### M1 wires

Bar = 20 um. Supply wires on this layer in grey.
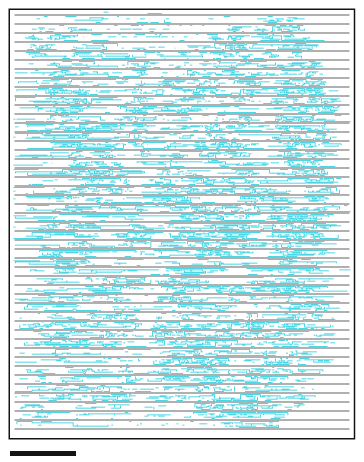
### The metal 2 layer

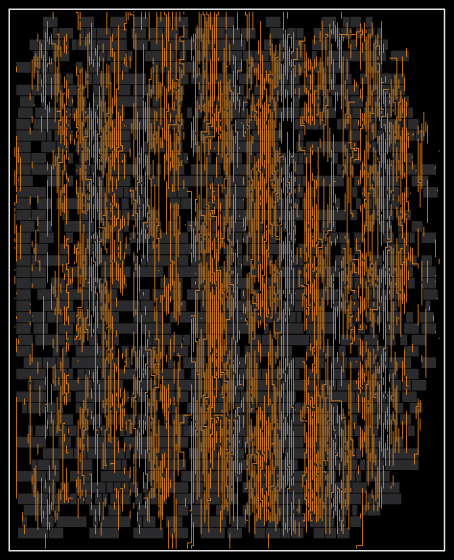
## src/rtl/clock_calendar_gen.sv

```systemverilog
// Clock/calendar core: clock divider to a seconds tick, time of day, Gregorian date, validated set.
// Optional alarm compare is built only when CLOCK_CAL_ALARM_EN is defined.
module clock_calendar_gen #(
  parameter int CLK_FREQ_HZ = 100_000_000,
  parameter int RESET_YEAR  = 2022
) (
  input  logic        clk,
  input  logic        reset,
  input  logic [1:0]  speed,
  input  logic        pause,
  input  logic        mode_12h,
  input  logic        set_valid,
  output logic        set_ready,
  input  logic [5:0]  set_sec,
  input  logic [5:0]  set_min,
  input  logic [4:0]  set_hour,
  input  logic [4:0]  set_day,
  input  logic [3:0]  set_month,
  input  logic [13:0] set_year,
  output logic        set_err,
  output logic [5:0]  sec,
  output logic [5:0]  min,
  output logic [4:0]  hour,
  output logic [4:0]  disp_hour,
  output logic        pm,
  output logic [4:0]  day,
  output logic [3:0]  month,
  output logic [13:0] year,
  output logic        tick,
  output logic        end_of_day
`ifdef CLOCK_CAL_ALARM_EN
  ,
  input  logic [4:0]  alarm_hour,
  input  logic [5:0]  alarm_min,
  input  logic        alarm_arm,
  output logic        alarm
`endif
);

  localparam int CNT_W = $clog2(CLK_FREQ_HZ);

  function automatic logic [4:0] days_in_month(input logic [3:0] m, input logic [13:0] y);
    logic leap;
    leap = (((y % 14'd4) == 14'd0) && ((y % 14'd100) != 14'd0)) || ((y % 14'd400) == 14'd0);
    case (m)
      4'd4, 4'd6, 4'd9, 4'd11: days_in_month = 5'd30;
      4'd2:                    days_in_month = leap ? 5'd29 : 5'd28;
      default:                 days_in_month = 5'd31;
    endcase
  endfunction

  // Terminal count per speed setting: CLK_FREQ_HZ / 10**speed - 1.
  logic [CNT_W-1:0] div_m1_tab [4];
  generate
    for (genvar gi = 0; gi < 4; gi++) begin : g_div
      assign div_m1_tab[gi] = CNT_W'(CLK_FREQ_HZ / (10 ** gi) - 1);
    end
  endgenerate

  logic [CNT_W-1:0] div_cnt_reg;
  logic [1:0]       speed_reg;
  logic [CNT_W-1:0] div_m1;
  logic             speed_change;
  logic             cnt_at_top;
  logic             set_accept;
  logic             set_ok;
  logic             set_load;
  logic             tick_fire;

  assign div_m1       = div_m1_tab[speed];
  assign speed_change = (speed != speed_reg);
  assign cnt_at_top   = (div_cnt_reg == div_m1);
  assign set_accept   = set_valid && set_ready;
  assign set_ok       = (set_sec <= 6'd59) && (set_min <= 6'd59) && (set_hour <= 5'd23) &&
                        (set_month >= 4'd1) && (set_month <= 4'd12) && (set_year <= 14'd9999) &&
                        (set_day != 5'd0) && (set_day <= days_in_month(set_month, set_year));
  assign set_load     = set_accept && set_ok;
  // A valid set discards a coincident tick; a speed change restarts the count without ticking.
  assign tick_fire    = !set_load && !speed_change && !pause && cnt_at_top;

  // Whole carry chain resolved combinationally so every field updates on one edge.
  logic        sec_wrap, min_wrap, hour_wrap, day_wrap, month_wrap;
  logic [4:0]  dim_cur;
  logic [5:0]  sec_next, min_next;
  logic [4:0]  hour_next, day_next;
  logic [3:0]  month_next;
  logic [13:0] year_next;

  always_comb begin
    dim_cur    = days_in_month(month, year);
    sec_wrap   = (sec >= 6'd59);
    min_wrap   = sec_wrap && (min >= 6'd59);
    hour_wrap  = min_wrap && (hour >= 5'd23);
    day_wrap   = hour_wrap && (day >= dim_cur);
    month_wrap = day_wrap && (month >= 4'd12);
    sec_next   = sec_wrap ? 6'd0 : sec + 6'd1;
    min_next   = min;
    if (sec_wrap) min_next = (min >= 6'd59) ? 6'd0 : min + 6'd1;
    hour_next  = hour;
    if (min_wrap) hour_next = (hour >= 5'd23) ? 5'd0 : hour + 5'd1;
    day_next   = day;
    if (hour_wrap) day_next = (day >= dim_cur) ? 5'd1 : day + 5'd1;
    month_next = month;
    if (day_wrap) month_next = (month >= 4'd12) ? 4'd1 : month + 4'd1;
    year_next  = year;
    if (month_wrap) year_next = (year >= 14'd9999) ? 14'd0 : year + 14'd1;
  end

  always_ff @(posedge clk) begin
    if (!reset) begin
      speed_reg   <= speed;
      div_cnt_reg <= '0;
      set_ready   <= 1'b0;
      set_err     <= 1'b0;
      tick        <= 1'b0;
      end_of_day  <= 1'b0;
      sec         <= 6'd0;
      min         <= 6'd0;
      hour        <= 5'd0;
      pm          <= 1'b0;
      day         <= 5'd1;
      month       <= 4'd1;
      year        <= 14'(RESET_YEAR);
    end else begin
      speed_reg  <= speed;
      set_ready  <= 1'b1;
      set_err    <= set_accept && !set_ok;
      tick       <= tick_fire;
      end_of_day <= tick_fire && hour_wrap;
      if (set_load) begin
        div_cnt_reg <= '0;
        sec         <= set_sec;
        min         <= set_min;
        hour        <= set_hour;
        pm          <= (set_hour >= 5'd12);
        day         <= set_day;
        month       <= set_month;
        year        <= set_year;
      end else if (speed_change) begin
        div_cnt_reg <= '0;
      end else if (!pause) begin
        if (cnt_at_top) begin
          div_cnt_reg <= '0;
          sec         <= sec_next;
          min         <= min_next;
          hour        <= hour_next;
          pm          <= (hour_next >= 5'd12);
          day         <= day_next;
          month       <= month_next;
          year        <= year_next;
        end else begin
          div_cnt_reg <= div_cnt_reg + CNT_W'(1);
        end
      end
    end
  end

  always_comb begin
    disp_hour = hour;
    if (mode_12h) begin
      if (hour == 5'd0 || hour == 5'd12) disp_hour = 5'd12;
      else if (hour > 5'd12)             disp_hour = hour - 5'd12;
    end
  end

`ifdef CLOCK_CAL_ALARM_EN
  // Only a tick can raise the alarm; a set landing on the alarm time stays silent.
  always_ff @(posedge clk) begin
    if (!reset) begin
      alarm <= 1'b0;
    end else begin
      alarm <= tick_fire && alarm_arm && (hour_next == alarm_hour) &&
               (min_next == alarm_min) && (sec_next == 6'd0);
    end
  end
`endif

endmodule
```

## config.mk

```make
export PLATFORM = sky130hd
export DESIGN_NAME = clock_calendar_gen
export DESIGN_NICKNAME = d
export VERILOG_FILES = /design/src/rtl/clock_calendar_gen.sv
export SDC_FILE = /design/constraint.sdc
export NUM_CORES = 1
export LEC_CHECK = 0
export CAP_MARGIN = 10
export CORE_ASPECT_RATIO = 1.25
export CORE_UTILIZATION = 57
export DETAILED_ROUTE_END_ITERATION = 12
export GPL_TIMING_DRIVEN = 0
export PLACE_DENSITY = 0.81
export SLEW_MARGIN = 20
export SYNTH_ARGS = -nofsm -noshare
export SYNTH_HDL_FRONTEND = slang
export SYNTH_SLANG_ARGS = --single-unit
export TNS_END_PERCENT = 10
```

## constraint.sdc

```tcl
create_clock -name clk -period 7.6 [get_ports clk]
set_clock_uncertainty 0.1 [all_clocks]
set_input_delay 1.14 -clock clk [delete_from_list [all_inputs] [get_ports clk]]
set_output_delay 1.14 -clock clk [all_outputs]
set_load 0.005 [all_outputs]
```

==> results.cfg <==
; physical design summary
[placed_design]
dpl_cell_area_um2 = 8540
post-place-ws_ps = -1420
gp_congestion = 0.962
io_buffers = 93

[routing]
routedWlPerCell_um = 17.1
drt_iter0_drc = 584
drt-met1-wl_um = 9090
drc = 0
wl_met3_um = 1460
vias_per_cell = 6.47
drtPass1Iterations = 5

[global_routing]
grt_pass1_wl_um = 35400
gr-total-overflow = 0
grt_use_met3_pct = 3.72
grt_max_degree = 15
grt_pass1_vias = 7632
antenna_found_initial = 1
grt_use_total_pct = 31.6

[synth]
synthTopLogicFamily = simple AND/OR/NAND/NOR gates
ys_area_um2 = 7390
mux_share_pct = 2.94
simple_gate_share_pct = 31.1
ys.flops = 74
edf_count = 0
synth_seq_share_pct = 20.0
fa_ha_area_share_pct = 4.16
ys_sh_xor_pct = 5.33
fp_nets = 1093
top_cell_area_share_pct = 20.0
async_reset_ff_share_pct = 0
syn-cell-area_um2 = 7390
netlist_instances = 1023
synth.most_common_cell = nor2_1
avgSynthCellArea_um2 = 7.23
top_cells_by_area = dfxtp_1, nor2_1, a21oi_1
ys_cells = 1023
ys_warn_count = 0

[final_layout]
fin_area_um2 = 9380
clockBufferCount = 9
combGateArea_um2 = 5760
flops = 74
fillers = 1025
largest_reg_flops = 27
syn_to_final_growth_pct = 26.9
final_common_cell = nor2_1
inv_count = 31
nNonClkBuffers = 179
stdcell_count = 1326
final_util_pct = 74.1
seq_area_share_pct = 15.8
final-nonclk-buf-share_pct = 15.8
finalNetCount = 1223
drive_gt1_share_pct = 13.9
ff_latch_area_um2 = 1480
largestClassByArea = combinational gates
comb_share_pct = 61.4
clock_area_share_pct = 3.47
diodes = 0
lay_top_cells = nor2_1, clkdlybuf4s50_1, nand2_1

[cts]
cts_tree = built
cts_setup_buffers = 0
root_buffer = clkbuf_16
cts_buffers = 9
htree_levels = 3
clk_latency_ps = 340
clk_pin_slew_ps = 60
cts.path.max_buffers = 2
clock-sinks = 74
cts_hold_buf = 0
cts_resized = 21

[worst_setup_path]
path_delay_family = AND-OR/OR-AND gates
r2r-start = year[11]
cp_slowest_stage_delay_ps = 560
worstPathMaxFanout = 10
worst_setup_path_start_kind = primary input
crit_path_end_kind = flip-flop
worstSetupPathType = primary input to flip-flop
cp-startpoint = set_year[7]
crit_path_end = year[11]
crit_cells = 30
cp_slowest_cell = clkdlybuf4s50_1
crit_arrival_ps = 7400
r2r-end = year[13]

[power_and_ir_drop]
powerDensity_nw_per_um2 = 160
combPwrFrac_pct = 41.0
pwr-share-clk_pct = 31.4
swShare_pct = 34.8
power_frac_seq_pct = 27.6
p_int_mw = 0.976
netSwitchingPower_mw = 0.522
p_comb_mw = 0.615
power_mw = 1.50
maxPowerGroup = combinational cells
p_seq_mw = 0.413
pg_clk_mw = 0.470
peakVddDrop_v = 0.000134

[final_timing]
drv_slew = 0
period_needed_ps = 7300
relSlewSlack_pct = 48.5
hold_ws_ps = 408
fmax_mhz = 137
setup_ws_ps = 300
tightestPinTransition_ps = 766
hold_viol = 0

[floorplanning]
die_area_um2 = 13400
die_width_um = 104
die.size.y_um = 129
ios = 97
n_tap_cell = 168
initCoreUtil_pct = 58.4
core-area_um2 = 12700

[run_status]
status = finished clean

[min_path]
hold_depth = 2
hold_start = div_cnt_reg[3]
min_to = div_cnt_reg[3]
hold_class = flip-flop to flip-flop

[job]
warnings = 36
## Picture notes: 'M1 wires'
main direction: horizontal
wire length on this layer: 9090 um
Routed WL: 22700 um
DR vias: 8581
met1 GRT Util: 38.5%

## Picture notes: 'The metal 2 layer'
nets with wire on the layer: 1077
main direction: vertical
M2 GR Usage: 56.3%

No activity file was given, so power comes from the tool's default toggle rates.
